==> config.mk <==
export PLATFORM = sky130hd
export DESIGN_NAME = acc_store_buffer
export DESIGN_NICKNAME = d
export VERILOG_FILES = /design/src/rtl/acc_store_buffer.sv
export SDC_FILE = /design/constraint.sdc
export NUM_CORES = 1
export LEC_CHECK = 0
export CORE_MARGIN = 2
export CORE_UTILIZATION = 45
export CTS_CLUSTER_SIZE = 16
export DETAILED_ROUTE_END_ITERATION = 10
export GPL_TIMING_DRIVEN = 0
export PLACE_DENSITY = 0.68
export SLEW_MARGIN = 20
export SYNTH_ARGS = -nofsm -noshare
export SYNTH_HDL_FRONTEND = slang
export SYNTH_SLANG_ARGS = --single-unit
==> constraint.sdc <==
create_clock -name clk -period 1.9 [get_ports clk]
set_input_delay 0.285 -clock clk [delete_from_list [all_inputs] [get_ports clk]]
set_output_delay 0.285 -clock clk [all_outputs]
set_load 0.02 [all_outputs]
Run 1, signal wires on met1:
(4 px per um) Supply wires on this layer in grey. Cells faint in the background.
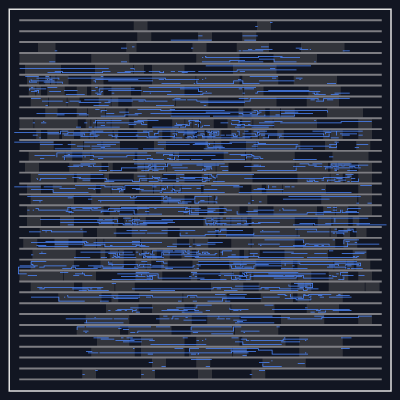
wire length on this layer: 3,940 um
main direction: horizontal
share of all routed wire: 46%
nets with wire on the layer: 294
WL final: 8.57 mm
routed via count: 2,454
GR Layer Usage met1: 28.2%

Run 1, metal 2:
(4 px per um)
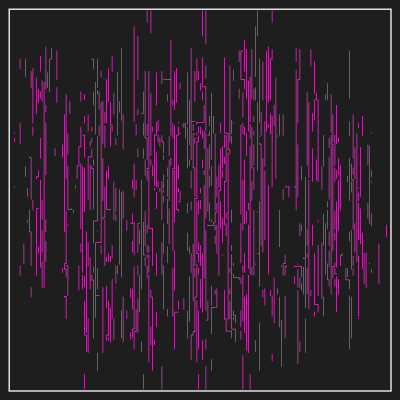
main direction: vertical
longest straight run: 51.3 um
nets with wire on the layer: 289
wire length on this layer: 4,150 um
share of all routed wire: 48%
met2 Usage GRT: 32.5%

Run 1, signal wires on met3:
(6 px per um) Cells faint in the background.
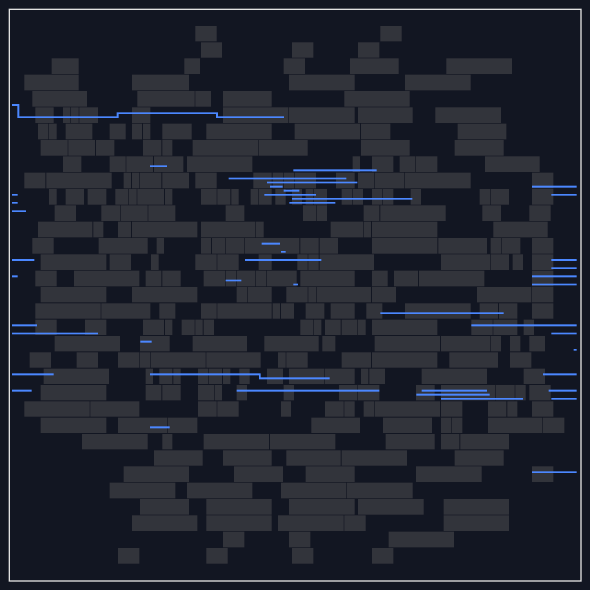
longest straight run: 23.5 um
nets with wire on the layer: 37
wire length on this layer: 381 um
share of all routed wire: 4.5%
GR Layer Usage met3: 3.95%

Run 1, congestion heat map:
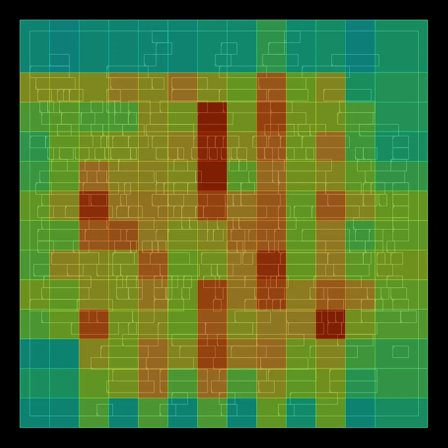
global routing's busiest layer: met2
Overall Global Routing Usage: 20.3%

==> impl_metrics.csv, run 1 <==
group,metric,value,unit
power,switching_power,2.62,mW
synth,top_area_share,41.9,%
placed_design,gp_congestion,0.828,
final_timing,setup_viol,0,
power,p_comb_share,48.5,%
layout,final_area,0.00449,mm^2
setup_path,arrival,2100,ps
setup_path,cp-end-kind,"flop",
synth,flop_cell,"edfxtp_1",
setup_path,crit_buf_inv,2,
power,p_leak,1.63,nW
synth,syn_area,0.00373,mm^2
global_route,antenna_found_initial,0,
setup_path,crit_path_top_delay_cell,"clkdlybuf4s50_1",
setup_path,crit_fanout,9,
synth,synth.distinct_cells,40,
setup_path,worstSetupPathType,"in -> reg",
synth,topCellsByArea,"edfxtp_1 (42%), dfrtp_1 (15%), mux4_2 (14%)",
power,power_frac_clock,16.3,%
clock_network,htree_levels,3,
placed_design,portBuffers,35,
synth,ys_chip_area,0.00373,mm^2
setup_path,slowest_delay,630,ps
min_path,hp-class,"in -> async",
setup_path,ff2ff_setup_slack,40,ps
layout,drive_gt1_share,23.8,%
power,switching_share,36.7,%
final_timing,rsz0062_at_grt,"yes",
synth,syn_avg_cell_area,14.7,um^2
setup_path,worstPathCellList,"clkdlybuf4s50_1 > clkinvlp_4 > nor2_2 > ha_1 > mux2i_1 > nor2_1 > xor2_1",
clock_network,postCtsHoldBufs,0,
flow_run,drv_cap,0,
route,drtAntennaViolNets,0,
run_status,status,"complete, no violations",
setup_path,cp_top_family,"buffers and inverters",
setup_path,cp.depth,7,
final_timing,fin_skew,6.18,ps
die,die_height,95.1,um
power,ir_worst_vdd,0.000696,V
final_timing,post-route-period-util,99.0,%
placed_design,postPlaceCellArea,0.00422,mm^2
synth,common_cells,"edfxtp_1 (52), mux4_2 (24), dfrtp_1 (22)",
clock_network,clock_latency,340,ps
route,dr.pass1.iters,4,
setup_path,crit_path_start_kind,"primary input",
==> run 1: area by class of cell <==
type,count,area [um^2]
clock inverter,7,60.1
buffer,16,124
timing repair buffer,42,397
inverter,9,37.5
clock buffer,9,124
tap,105,131
multi-input combinational,154,1500
fill,677,3650
sequential,74,2110
==> run 1: cell families after synthesis <==
logic type,synth area share (%)
AOI/OAI and AO/OA,11.6
muxes,19.1
xor gates and xnor gates,1.41
and+or+nand+nor,4.63
buffers and inverters,3.69
adders and majority gates,3.02
DFF,56.6
==> run 1: layer usage <==
metal	vias to the layer above	track usage [%]
met5	-	0
met4	0	6.40
met3	9	3.95
met2	64	32.5
met1	1263	28.2
li1	1118	-
==> run 1: layout by cell type (no fill, tap or decap), types with 2 or more instances in the layout <==
cell type,instances
a2bb2oi_1,6
o22ai_1,3
buf_6,4
buf_2,4
o221ai_1,12
clkbuf_8,9
inv_1,6
a31oi_1,4
dfrtp_2,2
ha_1,9
xor2_1,2
and2_4,4
clkinv_2,3
dfrtp_1,20
clkinvlp_4,2
xnor2_1,4
clkinv_1,3
clkdlybuf4s50_1,33
clkbuf_1,2
mux4_2,24
nand3_1,6
nor2_1,12
nor2_2,2
mux2i_1,16
edfxtp_1,52
a21oi_1,13
nand2_1,4
nor2b_1,3
a211oi_1,3
o21ai_0,12
buf_4,11
==> run 1: what timing repair did <==
| action | 4_1_cts | 5_1_grt |
|---|---|---|
| buffers inserted | 3 | 4 |
| resized | 15 | 4 |
| endpoints found under the setup margin | 61 | 22 |
| hold endpoints to repair | 0 | 0 |
| pin swaps | 1 | 0 |
==> run 1: power groups by stage <==
| stage | sequential [mW] | clock, mW | combinational (mW) |
|---|---|---|---|
| 3_3_place_gp | 2.55 | 0 | 3.25 |
| 4_1_cts | 2.50 | 1.17 | 3.42 |
| 6_report | 2.51 | 1.16 | 3.45 |
| 2_1_floorplan | 2.70 | 0 | 2.10 |
| 3_5_place_dp | 2.57 | 0 | 3.32 |
| 5_1_grt | 2.55 | 1.23 | 3.74 |
==> run 1: per-stage QoR <==
stage                     worst slack, ps  setup TNS, ps  total power, mW  hold slack [ps]  util (%)
final                                19.7              0             7.12              467      55.2
after floorplan                      12.0              0             4.80              274         -
after detailed placement             -616         -23350             5.89              552      51.9
after global placement               -602         -23530             5.80              545      51.9
after CTS                           0.307              0             7.10              505      54.7
after global routing                -97.3           -608             7.52              575      55.2
Run 1, clock distribution:
(3 px per um)
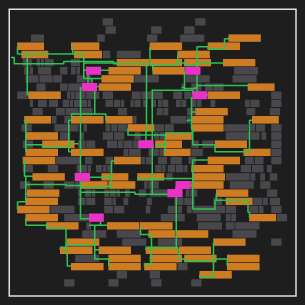

## Run 2: what changed since run 1
--- a/config.mk
+++ b/config.mk
@@ -10,7 +10,8 @@
 export CTS_CLUSTER_SIZE = 16
 export DETAILED_ROUTE_END_ITERATION = 10
 export GPL_TIMING_DRIVEN = 0
-export PLACE_DENSITY = 0.68
+export HOLD_SLACK_MARGIN = 0.1
+export PLACE_DENSITY = 0.65
 export SLEW_MARGIN = 20
 export SYNTH_ARGS = -nofsm -noshare
 export SYNTH_HDL_FRONTEND = slang
==> constraint.sdc (replaced) <==
create_clock -name clk -period 1.95 [get_ports clk]
set_input_delay 0.2925 -clock clk [delete_from_list [all_inputs] [get_ports clk]]
set_output_delay 0.2925 -clock clk [all_outputs]
set_load 0.02 [all_outputs]
Run 2, clock distribution:
(3 px per um)
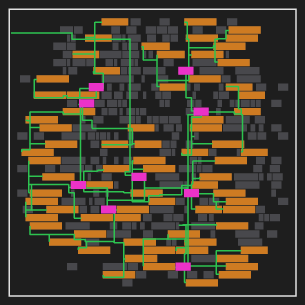
[cells driving clock nets] magenta | count: 9
[flip-flops] orange | count: 74
[clock wires] green | length: 936 um
flops lie: widely spread
clock latency on the worst-skew pair: 350 ps
skew final: 7.71 ps
clock network power: 1.17 mW
Clk pwr share: 16.8%

==> run 2 against run 1 <==
  * Clock-buffer cell count grew 4
  * Worst setup slack gained 69 ps
  * Clock power is essentially flat
==> impl_metrics.csv, run 2 <==
group,metric,value,unit
run_status,status,"complete, no violations",
layout,logic_area,0.00150,mm^2
placed_design,portBuffers,35,
layout,flop_area,0.00211,mm^2
power,p_comb_share,48.1,%
global_route,track_usage,21.1,%
final_timing,rsz0062_at_grt,"no",
synth,syn_area,0.00373,mm^2
setup_path,crit_fanout,9,
setup_path,arrival,2080,ps
synth,synth_area_leader_cell,"edfxtp_1",
synth,topCellsByArea,"edfxtp_1 (42%), dfrtp_1 (15%), mux4_2 (14%)",
clock_network,htree_levels,3,
power,internal_power,4.41,mW
synth,common_cells,"edfxtp_1 (52), mux4_2 (24), dfrtp_1 (22)",
power,switching_share,36.5,%
final_timing,finalSetupTns,0,ps
placed_design,gp_congestion,0.752,
power,p_total,6.95,mW
synth,flop_cell,"edfxtp_1",
placed_design,postPlaceCellArea,0.00422,mm^2
power,switching_power,2.54,mW
setup_path,crit_path_start_kind,"primary input",
synth,top_area_share,41.9,%
synth,syn_avg_cell_area,14.7,um^2
layout,layout_top_cell,"edfxtp_1",
placed_design,pre_cts_ws,-499,ps
flow_run,drv_cap,0,
final_timing,post-route-period-util,95.5,%
min_path,hp-class,"in -> async",
layout,drive_gt1_share,22.7,%
layout,final_area,0.00448,mm^2
route,dr.pass1.iters,4,
final_timing,fin_ws,88.7,ps
synth,ys_chip_area,0.00373,mm^2
synth,ys_cells,254,
route,drtAntennaViolNets,0,
setup_path,cp-end-kind,"flop",
layout,fill_cells,666,
die,die_height,95.1,um
power,ir_worst_vdd,0.000504,V
global_route,antenna_found_initial,0,
clock_network,postCtsHoldBufs,0,
layout,final_cell_mix,"edfxtp_1 (52), clkdlybuf4s50_1 (33), mux4_2 (24)",
setup_path,ff2ff_setup_slack,120,ps
setup_path,worstSetupPathType,"in -> reg",
Run 2, signal wires on met1:
(4 px per um) Supply wires on this layer in grey. Cells faint in the background.
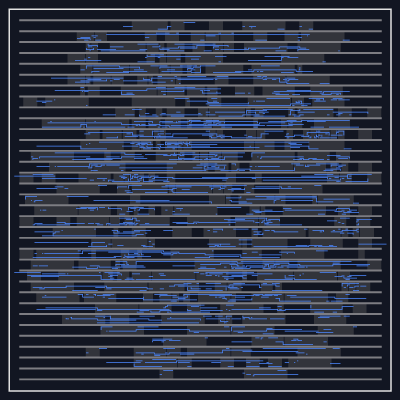
nets with wire on the layer: 296
main direction: horizontal
longest straight run: 50.7 um
GR Layer Usage met1: 29.5%
routed via count: 2,442
WL final: 8.79 mm

## run 2: cell counts after synthesis
No cell type changed its count.
## run 2: what timing repair did
action / in CTS / in global routing
endpoints found under the setup margin: 57 / 6
setup buffers: 2 / 2
pin swaps: 0 / 1
gates resized: 15 / 4
## run 2: power groups by stage
stage	Sequential, mW	Clock (mW)	Combinational [mW]
6_report	2.44	1.17	3.34
5_1_grt	2.48	1.26	3.62
4_1_cts	2.44	1.19	3.33
3_5_place_dp	2.50	0	3.23
3_3_place_gp	2.48	0	3.17
2_1_floorplan	2.63	0	2.04
## run 2: metrics by stage
step / utilization [%] / std cells / hold WS (ps)
3_5_place_dp: 51.9 / 394 / 546
2_1_floorplan: - / 254 / 282
3_3_place_gp: 51.9 / 394 / 545
4_1_cts: 54.6 / 411 / 508
5_1_grt: 55.1 / 413 / 546
6_report: 55.1 / 413 / 478
## run 2: area by class of cell
| type | instances | share of cell area [%] |
|---|---|---|
| Buffer | 16 | 2.60 |
| Clock buffer | 13 | 3.32 |
| Clock inverter | 3 | 0.894 |
| Inverter | 9 | 0.922 |
| Multi-Input combinational cell | 154 | 33.5 |
| Sequential cell | 74 | 47.2 |
| Tap cell | 105 | 2.93 |
| Timing Repair Buffer | 39 | 8.63 |
## run 2: per-layer routing
layer  vias to the layer above  wire (um)  track usage [%]
li1                       1114          -                -
met4                         0        123             7.73
met1                      1230       3690             29.5
met5                         -          0                0
met3                         7        556             3.79
met2                        91       4420             33.5
## run 2: logic make-up after synthesis
group,Yosys count,share of synthesized area [%]
compound gates,62,11.6
fa+ha+maj,9,3.02
flops,74,56.6
buf+inv,26,3.69
mux,41,19.1
xor+xnor,6,1.41
simple gates,36,4.63
## run 2: critical path, stage by stage
cell	delay, ps
clkdlybuf4s50_1	620
clkinvlp_4	290
nor2_2	250
ha_1	240
mux2i_1	200
nor2_1	60
xor2_1	140
Power is estimated from default activity; no workload was simulated.
